==> config.mk <==
export PLATFORM = sky130hd
export DESIGN_NAME = fetch_stage
export DESIGN_NICKNAME = d
export VERILOG_FILES = /design/src/rtl/fetch_stage.sv
export SDC_FILE = /design/constraint.sdc
export NUM_CORES = 1
export LEC_CHECK = 0
export CORE_UTILIZATION = 50
export CTS_CLUSTER_DIAMETER = 30
export DETAILED_ROUTE_END_ITERATION = 6
export HOLD_SLACK_MARGIN = 0.06
export PLACE_DENSITY = 0.8
export REMOVE_ABC_BUFFERS = 1
export SYNTH_ARGS = -nofsm -noshare
export SYNTH_HDL_FRONTEND = slang
export SYNTH_SLANG_ARGS = --single-unit
==> constraint.sdc <==
create_clock -name clk -period 3.2 [get_ports clk]
set_input_delay 0.48 -clock clk [delete_from_list [all_inputs] [get_ports clk]]
set_output_delay 0.48 -clock clk [all_outputs]
set_load 0.05 [all_outputs]
==> src/rtl/fetch_stage.sv <==
// fetch_stage: IF stage and IF/ID pipeline register for the 5-stage RV32 core.
//
// Generates the PC, keeps at most one request outstanding to instruction
// memory, and registers the returned instruction into IF/ID. It also
// pre-decodes rs1/rs2 for the hazard unit.
//
// Ports:
//   clk, rst            clock, synchronous active-high reset
//   stall               hold IF/ID and PC (from hazard logic)
//   redirect/_pc        taken branch/jump from EX; flushes IF/ID
//   imem_req/addr       request valid / address (addr = pc)
//   imem_gnt            request accepted this cycle
//   imem_rvalid/rdata   one response per granted request
//   if_id_valid/pc/instr IF/ID pipeline register
//   rs1_id/rs2_id       source register fields, 0 when IF/ID holds a bubble
//   stall_count         saturating count of stalled cycles
module fetch_stage #(
  parameter int unsigned     XLEN      = 32,
  parameter logic [XLEN-1:0] RESET_PC  = '0,
  parameter logic [31:0]     NOP_INSTR = 32'h0000_0013
) (
  input  logic            clk,
  input  logic            rst,
  input  logic            stall,
  input  logic            redirect,
  input  logic [XLEN-1:0] redirect_pc,
  output logic            imem_req,
  output logic [XLEN-1:0] imem_addr,
  input  logic            imem_gnt,
  input  logic            imem_rvalid,
  input  logic [31:0]     imem_rdata,
  output logic            if_id_valid,
  output logic [XLEN-1:0] if_id_pc,
  output logic [31:0]     if_id_instr,
  output logic [4:0]      rs1_id,
  output logic [4:0]      rs2_id,
  output logic [31:0]     stall_count
);

  localparam int unsigned     CNT_W   = 32;
  localparam logic [XLEN-1:0] PC_STEP = XLEN'(4);

  typedef enum logic [1:0] {
    FETCH,
    WAIT,
    HOLD,
    DROP
  } state_t;

  state_t            state_q, state_d;
  logic [XLEN-1:0]   pc_q, pc_d;
  logic [XLEN-1:0]   hold_pc_q, hold_pc_d;
  logic [31:0]       hold_instr_q, hold_instr_d;
  logic              ifid_valid_d;
  logic [XLEN-1:0]   ifid_pc_d;
  logic [31:0]       ifid_instr_d;
  logic [CNT_W-1:0]  stall_count_d;
  logic              deliver;
  logic [XLEN-1:0]   deliver_pc;
  logic [31:0]       deliver_instr;

  // Request only from FETCH; a redirect this cycle would fetch a stale PC.
  assign imem_req  = (state_q == FETCH) & ~redirect & ~rst;
  assign imem_addr = pc_q;

  // State register and all pipeline registers.
  always_ff @(posedge clk) begin
    if (rst) begin
      state_q      <= FETCH;
      pc_q         <= RESET_PC;
      hold_pc_q    <= '0;
      hold_instr_q <= NOP_INSTR;
      if_id_valid  <= 1'b0;
      if_id_pc     <= '0;
      if_id_instr  <= NOP_INSTR;
      rs1_id       <= '0;
      rs2_id       <= '0;
      stall_count  <= '0;
    end else begin
      state_q      <= state_d;
      pc_q         <= pc_d;
      hold_pc_q    <= hold_pc_d;
      hold_instr_q <= hold_instr_d;
      if_id_valid  <= ifid_valid_d;
      if_id_pc     <= ifid_pc_d;
      if_id_instr  <= ifid_instr_d;
      // Register fields are decoded from the next IF/ID value so they line up.
      rs1_id       <= ifid_valid_d ? ifid_instr_d[19:15] : 5'd0;
      rs2_id       <= ifid_valid_d ? ifid_instr_d[24:20] : 5'd0;
      stall_count  <= stall_count_d;
    end
  end

  // Next-state, PC, hold buffer and IF/ID update.
  always_comb begin
    state_d       = state_q;
    pc_d          = pc_q;
    hold_pc_d     = hold_pc_q;
    hold_instr_d  = hold_instr_q;
    deliver       = 1'b0;
    deliver_pc    = pc_q;
    deliver_instr = imem_rdata;
    ifid_valid_d  = if_id_valid;
    ifid_pc_d     = if_id_pc;
    ifid_instr_d  = if_id_instr;
    stall_count_d = stall_count;

    unique case (state_q)
      FETCH: begin
        if (redirect) begin
          pc_d = redirect_pc;
        end else if (imem_gnt) begin
          state_d = WAIT;
        end
      end
      WAIT: begin
        if (redirect) begin
          // A response still in flight must be swallowed in DROP.
          pc_d    = redirect_pc;
          state_d = imem_rvalid ? FETCH : DROP;
        end else if (imem_rvalid) begin
          if (stall) begin
            hold_pc_d    = pc_q;
            hold_instr_d = imem_rdata;
            state_d      = HOLD;
          end else begin
            deliver = 1'b1;
            pc_d    = pc_q + PC_STEP;
            state_d = FETCH;
          end
        end
      end
      HOLD: begin
        if (redirect) begin
          pc_d    = redirect_pc;
          state_d = FETCH;
        end else if (!stall) begin
          deliver       = 1'b1;
          deliver_pc    = hold_pc_q;
          deliver_instr = hold_instr_q;
          pc_d          = pc_q + PC_STEP;
          state_d       = FETCH;
        end
      end
      DROP: begin
        if (redirect) begin
          pc_d = redirect_pc;
        end
        if (imem_rvalid) begin
          state_d = FETCH;
        end
      end
      default: state_d = FETCH;
    endcase

    // Redirect flushes even under stall; stall holds; otherwise load or bubble.
    if (redirect || (!stall && !deliver)) begin
      ifid_valid_d = 1'b0;
      ifid_pc_d    = '0;
      ifid_instr_d = NOP_INSTR;
    end else if (!stall) begin
      ifid_valid_d = 1'b1;
      ifid_pc_d    = deliver_pc;
      ifid_instr_d = deliver_instr;
    end

    if (stall && (stall_count != '1)) begin
      stall_count_d = stall_count + CNT_W'(1);
    end
  end

endmodule

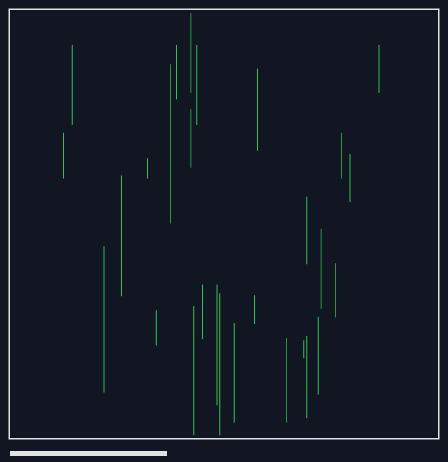
Figure 1: run 1, the metal 4 layer.
The bar under the picture is 50 um long.
- longest straight run: 50.3 um
- nets with wire on the layer: 21
- share of all routed wire: 2.6%
- wire length on this layer: 673 um
via count: 8886
drt total wl: 25630 um

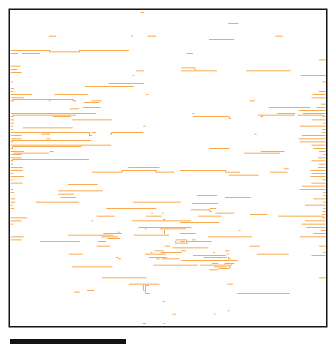
Figure 2: run 1, signal wires on met3.
The bar under the picture is 50 um long.
- main direction: horizontal
- share of all routed wire: 7.1%
- longest straight run: 43.0 um
- wire length on this layer: 1810 um

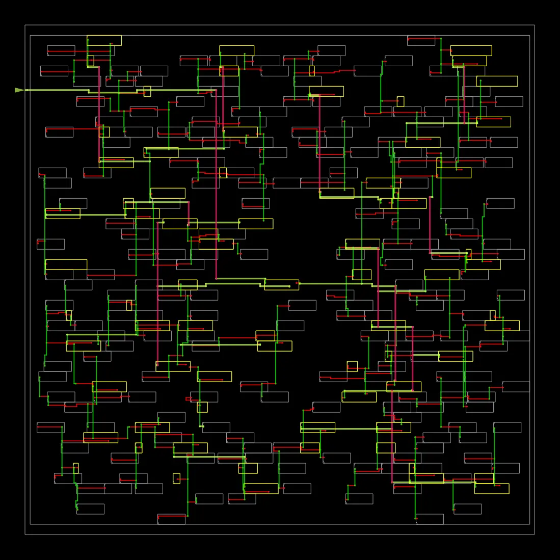
Figure 3: run 1, the clock network.
clk_skew: 0.01447 ns
Clock group: 4.23 mW

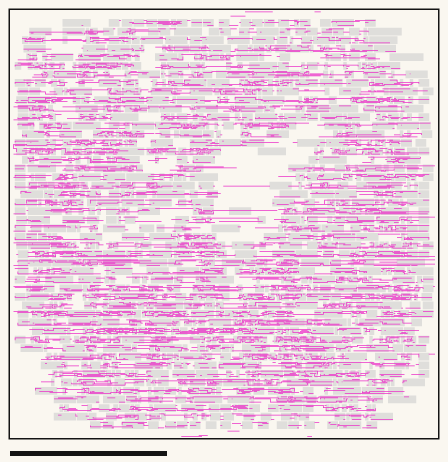
Figure 4: run 1, M1 wires.
The bar under the picture is 50 um long.
- main direction: horizontal
- wire length on this layer: 10900 um
- longest straight run: 40.5 um

==> results.tsv, run 1 <==
stage	metric	value	unit
worst_setup_path	r2r setup slk	0.65	ns
finish	registers	205	
power_and_ir_drop	Int Pwr	5.887	mW
worst_setup_path	WS Path Type	flip-flop to flip-flop	
finish	Top Layout Cells	clkdlybuf4s50_1, dfxtp_1, nand2_1, nor2_1, a21oi_1	
sta	period utilization	0.7966	
global_route	GRT Residual Overflow	0	
sta	minimum clock period	2.549	ns
finish	clkbuf count	61	
drt	Final ANT Viol Nets	0	
worst_setup_path	origin of the critical flop-to-flop path	stall_count[0]	
finish	Final nets	1401	
finish	Comb area share	0.3569	
worst_setup_path	critical path peak fanout	10	
finish	share of layout cells above drive strength 1	0.08106	
global_route	largest net degree at the start of global routing	83	
cts	maximum root-to-sink buffer count	3	
sta	fin. max-slew vios	0	
cts	Sink Count	205	
job	count of tool warnings	28	
drt	drt via density	5.617	
min_path	Hold Crit Class	input port to flip-flop	
cts	TritonCTS clock tree	done	
power_and_ir_drop	leakage dissipation	4.326	nW
finish	buffers outside the clock class	235	
sta	min setup slack post-route	0.6508	ns
global_route	GRT Total Usage	0.2716	
power_and_ir_drop	Max VDD drop	0.4187	mV
status	outcome	completed	
finish	footprint of the multi-input gates	4536	um2
logic_synthesis	Syn Area/Cell	7.958	um2
placement	placer congestion estimate	0.8438	
floorplan	CORE AREA	17420	um2
power_and_ir_drop	Top Consumer	the clock network	
power_and_ir_drop	Comb pwr share	0.119	
logic_synthesis	yosys cell count	1129	
placement	I/O Buffers	209	
drt	DRC viols	0	
logic_synthesis	cell count after synthesis	1129	
worst_setup_path	FF-to-FF End	stall_count[22]	
logic_synthesis	post-synth cell types	60	
global_route	initial antenna violation count	0	
power_and_ir_drop	sequential share of power	0.346	
floorplan	Die X	136.1	um
logic_synthesis	Post-synth EDFFs	0	
sta	actual slew at the worst max-slew pin	0.8747	ns
finish	Reg area	4104	um2
worst_setup_path	CP arrival	2.98	ns
logic_synthesis	Yosys chip area	8985	um2
drt	mean routed wirelength per cell	16.20	um
logic_synthesis	ys async rst share	0	
finish	post-route cell area	12710	um2
sta	RSZ-0062 raised after global routing	false	
power_and_ir_drop	Sw Share	0.2553	
global_route	vias in the first global route	8183	
finish	Area Growth Syn to Fin	41.46	%
worst_setup_path	crit end category	flip-flop	
logic_synthesis	Seq cells post-synth	205	
sta	relative slew slack	0.4169	
cts	Post-CTS Setup Bufs	0	
-- run 1: synth_stat cells, types with 4 or more instances --
cell	n	share of area
a31oi_1	6	0.0042
o31ai_1	11	0.0092
mux2i_1	67	0.075
nand4_1	16	0.011
nor2b_1	7	0.0049
and3_1	7	0.0049
a21oi_1	169	0.094
o21ai_0	30	0.017
nor4_1	6	0.0042
buf_2	4	0.0022
nand3_1	23	0.013
nand3b_1	5	0.0042
nor2_1	171	0.071
inv_1	12	0.0050
dfxtp_1	205	0.46
clkbuf_1	64	0.027
a211oi_1	7	0.0058
or4_1	15	0.013
nor3_1	21	0.012
nand2_1	178	0.074
a311oi_1	5	0.0049
ha_1	6	0.0084
xnor2_1	8	0.0078
or3_1	13	0.0091
buf_1	15	0.0063
-- run 1: layer usage --
metal	vias up	routed length, um	part of all wire	track usage
li1	4339	-	-	-
met1	4147	10890	0.43	0.3386
met2	339	12250	0.48	0.4563
met3	61	1812	0.071	0.05928
met4	0	673	0.026	0.1019
met5	-	0	0	0
-- run 1: cells by family (layout without fill, tap and decap cells) --
logic type	Yosys count	after routing	share of synthesized area
simple gates	473	473	0.2324
compound gates	268	268	0.1727
flops	205	205	0.4568
buf+inv	96	324	0.04066
mux	70	70	0.07840
fa+ha+maj	6	6	0.008355
xor+xnor	11	11	0.01072
-- run 1: sequential cells by signal, indices dropped and copies added, names as in the netlist --
signal	count
rs1_id	5
rs2_id	5
imem_addr	32
hold_instr_q	32
if_id_valid	1
state_q	2
stall_count	32
hold_pc_q	32
if_id_instr	32
if_id_pc	32
-- run 1: worst max-delay path, stage by stage (launching register included) --
cell and delay [ns]:
dfxtp_1 0.41, ha_1 0.21, nand3_2 0.19, or4_1 0.67, a211o_1 0.42, or4_1 0.42
a21oi_1 0.15
Figure 5. Met2 routing (run 1).
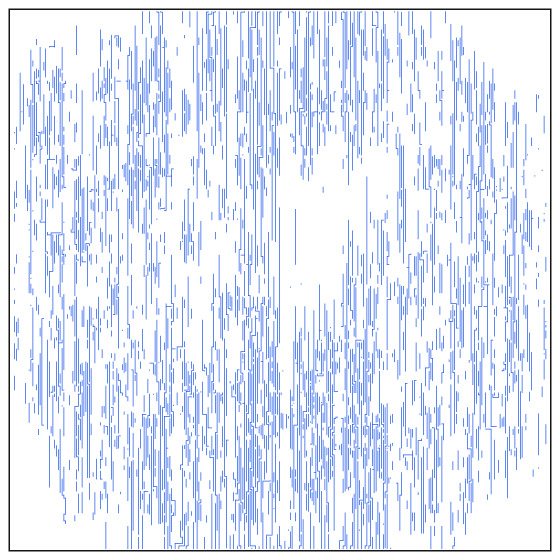

==> run 2: changes to the inputs <==
==> constraint.sdc (replaced) <==
create_clock -name clk -period 2.5 [get_ports clk]
set_input_delay 0.375 -clock clk [delete_from_list [all_inputs] [get_ports clk]]
set_output_delay 0.375 -clock clk [all_outputs]
set_load 0.05 [all_outputs]
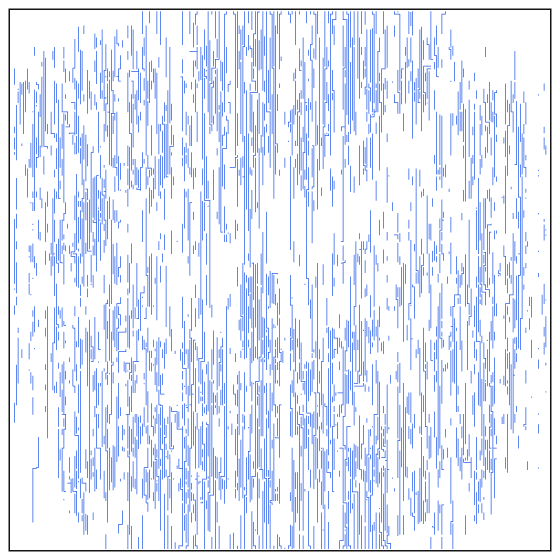
Figure 6: run 2, met2 routing.
- share of all routed wire: 48%
- main direction: vertical
- longest straight run: 45.9 um
- nets with wire on the layer: 1188
- wire length on this layer: 12600 um

==> run 2 against run 1 <==
Effect of this change:
- clock skew shrank 0.0048 ns
- final cell count grew 1.6%
- fmax grew 9.9%
- global-route usage grew 0.48 points
- die area is the same
- routed wire length grew 2.0%
- clock power grew 28%
- sequential share of layout area shrank 0.59 points
- synthesized cell count is the same
- setup slack lost 0.47 ns
- largest power group unchanged
- highest routed layer unchanged
==> results.tsv, run 2 <==
stage	metric	value	unit	change
status	outcome	completed		
cts	maximum root-to-sink buffer count	3		unchanged
power_and_ir_drop	sequential share of power	0.340		-0.006
sta	minimum clock period	2.319	ns	-0.2298 ns
logic_synthesis	XORs/XNORs by Area	0.01072		unchanged
sta	period utilization	0.9278		+0.1311
sta	actual slew at the worst max-slew pin	0.8561	ns	-0.01864 ns
worst_setup_path	r2r setup slk	0.18	ns	-0.47 ns
floorplan	Chip Height	136.1	um	
min_path	Hold Crit Class	input port to flip-flop		
finish	Area Growth Syn to Fin	44.10	%	
worst_setup_path	Critical path origin	stall_count[1]		
worst_setup_path	Worst Reg-to-Reg Cells	6		
job	count of tool warnings	28		unchanged
logic_synthesis	Cell Area, Synth	8985	um2	
worst_setup_path	origin of the critical flop-to-flop path	stall_count[1]		
placement	post-DP HPWL	16720	um	
global_route	largest net degree at the start of global routing	79		-4.8%
logic_synthesis	Top cell area share	0.4568		unchanged
worst_setup_path	Largest stage delay, worst path	0.55	ns	-0.12 ns
floorplan	Floorplan Utilization	0.5159		
drt	Final ANT Viol Nets	0		unchanged
sta	min setup slack post-route	0.1806	ns	-0.4702 ns
power_and_ir_drop	Sw Pwr	2.701	mW	
placement	placer congestion estimate	0.8414		-0.28%
power_and_ir_drop	Int Pwr	7.488	mW	+27%
logic_synthesis	Post-synth mux share	0.07840		unchanged
worst_setup_path	CP max-delay cell	or4_1		
floorplan	CORE AREA	17420	um2	unchanged
worst_setup_path	CP arrival	2.75	ns	-0.23 ns
worst_setup_path	Cell Chain, Critical Path	ha_1 -> nand3_2 -> or4_1 -> a211o_1 -> or4_1 -> a21oi_1		
logic_synthesis	Simple-Gate Area Share	0.2324		unchanged
worst_setup_path	WP buf/inv	0		unchanged
power_and_ir_drop	Sw Share	0.2650		+0.009734
sta	fin. max-slew vios	0		unchanged
finish	n_diodes	0		
logic_synthesis	post-synth cell types	60		unchanged
min_path	Hold Crit Start	rst		
worst_setup_path	FF-to-FF End	stall_count[22]		
logic_synthesis	Yosys top cell by area	dfxtp_1		
drt	Initial DRC Count	508		
logic_synthesis	yosys cell count	1129		unchanged
logic_synthesis	commonest cells in the netlist	dfxtp_1, nand2_1, nor2_1		
global_route	GRT Total Usage	0.2763		+0.004754
worst_setup_path	Setup crit start kind	flip-flop		
power_and_ir_drop	total sequential power	3.47	mW	
logic_synthesis	top cells, area	dfxtp_1, a21oi_1, mux2i_1		
cts	Sink Count	205		unchanged
drt	DRC viols	0		unchanged
power_and_ir_drop	leakage dissipation	4.460	nW	+3.1%
logic_synthesis	Seq share, synth	0.4568		
logic_synthesis	Adder Area Share	0.008355		unchanged
power_and_ir_drop	Comb pwr share	0.128		+0.009
sta	hold slack	0.2407	ns	
logic_synthesis	Yosys chip area	8985	um2	unchanged
worst_setup_path	WS Path Type	flip-flop to flip-flop		
placement	post-place setup slack	0.05967	ns	
sta	Hold Vio Cnt, Final	0		
cts	# H-tree levels	2		
floorplan	Row Count	48		
floorplan	Die Area	18510	um2	
power_and_ir_drop	Top Consumer	the clock network		
logic_synthesis	cell with the most instances after synthesis	dfxtp_1		
logic_synthesis	Seq cells post-synth	205		unchanged
finish	Final nets	1426		+1.8%
cts	CTS clk-pin slew, worst paths	0.05	ns	
logic_synthesis	yosys aoi share	0.1727		unchanged
logic_synthesis	Top logic family	simple AND/OR/NAND/NOR gates		
power_and_ir_drop	Clock group	5.42	mW	+28%
cts	TritonCTS clock tree	done		
min_path	WHS Path Cells	2		
logic_synthesis	cell count after synthesis	1129		unchanged
finish	share of layout cells above drive strength 1	0.09978		+0.01872
logic_synthesis	top_reg_cell synth	dfxtp_1		
power_and_ir_drop	Logic power comb	1.30	mW	
placement	I/O Buffers	209		unchanged
min_path	Hold Path Sink	stall_count[14]		
power_and_ir_drop	Max VDD drop	0.5987	mV	+43%
cts	Post-CTS Setup Bufs	0		unchanged
worst_setup_path	kind of cell adding the most delay to the critical path	simple AND/OR/NAND/NOR gates		
floorplan	# IOs	210		
global_route	vias in the first global route	8465		+3.4%
drt	mean routed wirelength per cell	16.25	um	+0.33%
sta	clk_skew	0.009711	ns	-0.004758 ns
logic_synthesis	Syn Area/Cell	7.958	um2	unchanged
finish	Top Layout Cells	clkdlybuf4s50_1, dfxtp_1, nand2_1, nor2_1, a21oi_1		
drt	via count	9014		+1.4%
worst_setup_path	most frequent CP cell	or4_1		
worst_setup_path	critical path peak fanout	9		-1
global_route	first-pass GRT wire length	41060	um	
drt	drt total wl	26130	um	+2.0%
worst_setup_path	CP required	2.93	ns	
power_and_ir_drop	Clock power frac	0.532		
global_route	GRT Residual Overflow	0		unchanged
logic_synthesis	Post-synth EDFFs	0		unchanged
global_route	initial antenna violation count	0		unchanged
cts	CTS Hold Buffers Added	0		
finish	most numerous logic cell after layout	clkdlybuf4s50_1		
drt	drt via density	5.606		-0.20%
cts	Resized cells post-CTS	0		
logic_synthesis	ys async rst share	0		unchanged
sta	relative slew slack	0.4272		+0.01032
sta	RSZ-0062 raised after global routing	false		
logic_synthesis	YS warnings	0		
worst_setup_path	crit end category	flip-flop		
floorplan	Die X	136.1	um	unchanged
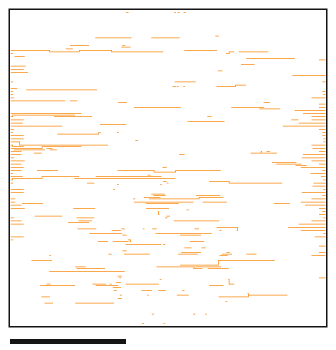
Figure 7: run 2, signal wires on met3.
The bar under the picture is 50 um long.
- nets with wire on the layer: 181
- share of all routed wire: 7.0%
- main direction: horizontal
- wire length on this layer: 1820 um

## run 2: through the flow
stage	TNS, ns	instance area (um2)	utilization	std cells	total power, mW
2_1_floorplan	-218.79	8668	-	1046	4.230
4_1_cts	0	12940	0.7429	1608	10.23
5_1_grt	0	12950	0.7434	1608	10.54
6_report	0	12950	0.7434	1608	10.19
3_5_place_dp	0	11540	0.6624	1531	4.804
3_3_place_gp	0	11540	0.6624	1531	4.783
## run 2: layout make-up
type                       instances  area (um2)
multi-input combinational        828        4544
fill                            1336        4469
sequential                       205        4104
timing repair buffer             260        2567
clock buffer                      52        1119
clock inverter                    25       282.8
tap                              225       281.5
inverter                          13       48.80
## run 2: routing by layer
| metal | track usage | vias up | share of wire |
|---|---|---|---|
| li1 | - | 4403 | - |
| met1 | 0.3369 | 4172 | 0.41 |
| met2 | 0.4664 | 368 | 0.48 |
| met3 | 0.05444 | 71 | 0.070 |
| met4 | 0.1272 | 0 | 0.036 |
| met5 | 0.008333 | - | 0 |
## run 2: worst reg2reg max path, cell delays in order (launching register included)
cell,delay (ns)
dfxtp_1,0.40
ha_1,0.22
nand3_2,0.10
or4_1,0.55
a211o_1,0.40
or4_1,0.44
a21oi_1,0.15
## run 2: kinds of logic after synthesis
family                     count (synthesis)
and+or+nand+nor                          473
buffers and inverters                     96
AOI/OAI and AO/OA                        268
muxes                                     70
DFF                                      205
xor gates and xnor gates                  11
adders and majority gates                  6
## run 2: worst max-delay path by stage
stage                            endpoint  slack, ns  depth (start not counted)
after floorplan                 rs1_id[0]      -3.00                          7
after global placement       imem_addr[4]       0.17                          7
after detailed placement     imem_addr[4]       0.06                          7
after CTS                    imem_addr[4]       0.11                          8
after global routing      stall_count[22]       0.04                          6
final                     stall_count[22]       0.18                          6
Power is estimated from default activity; no workload was simulated.
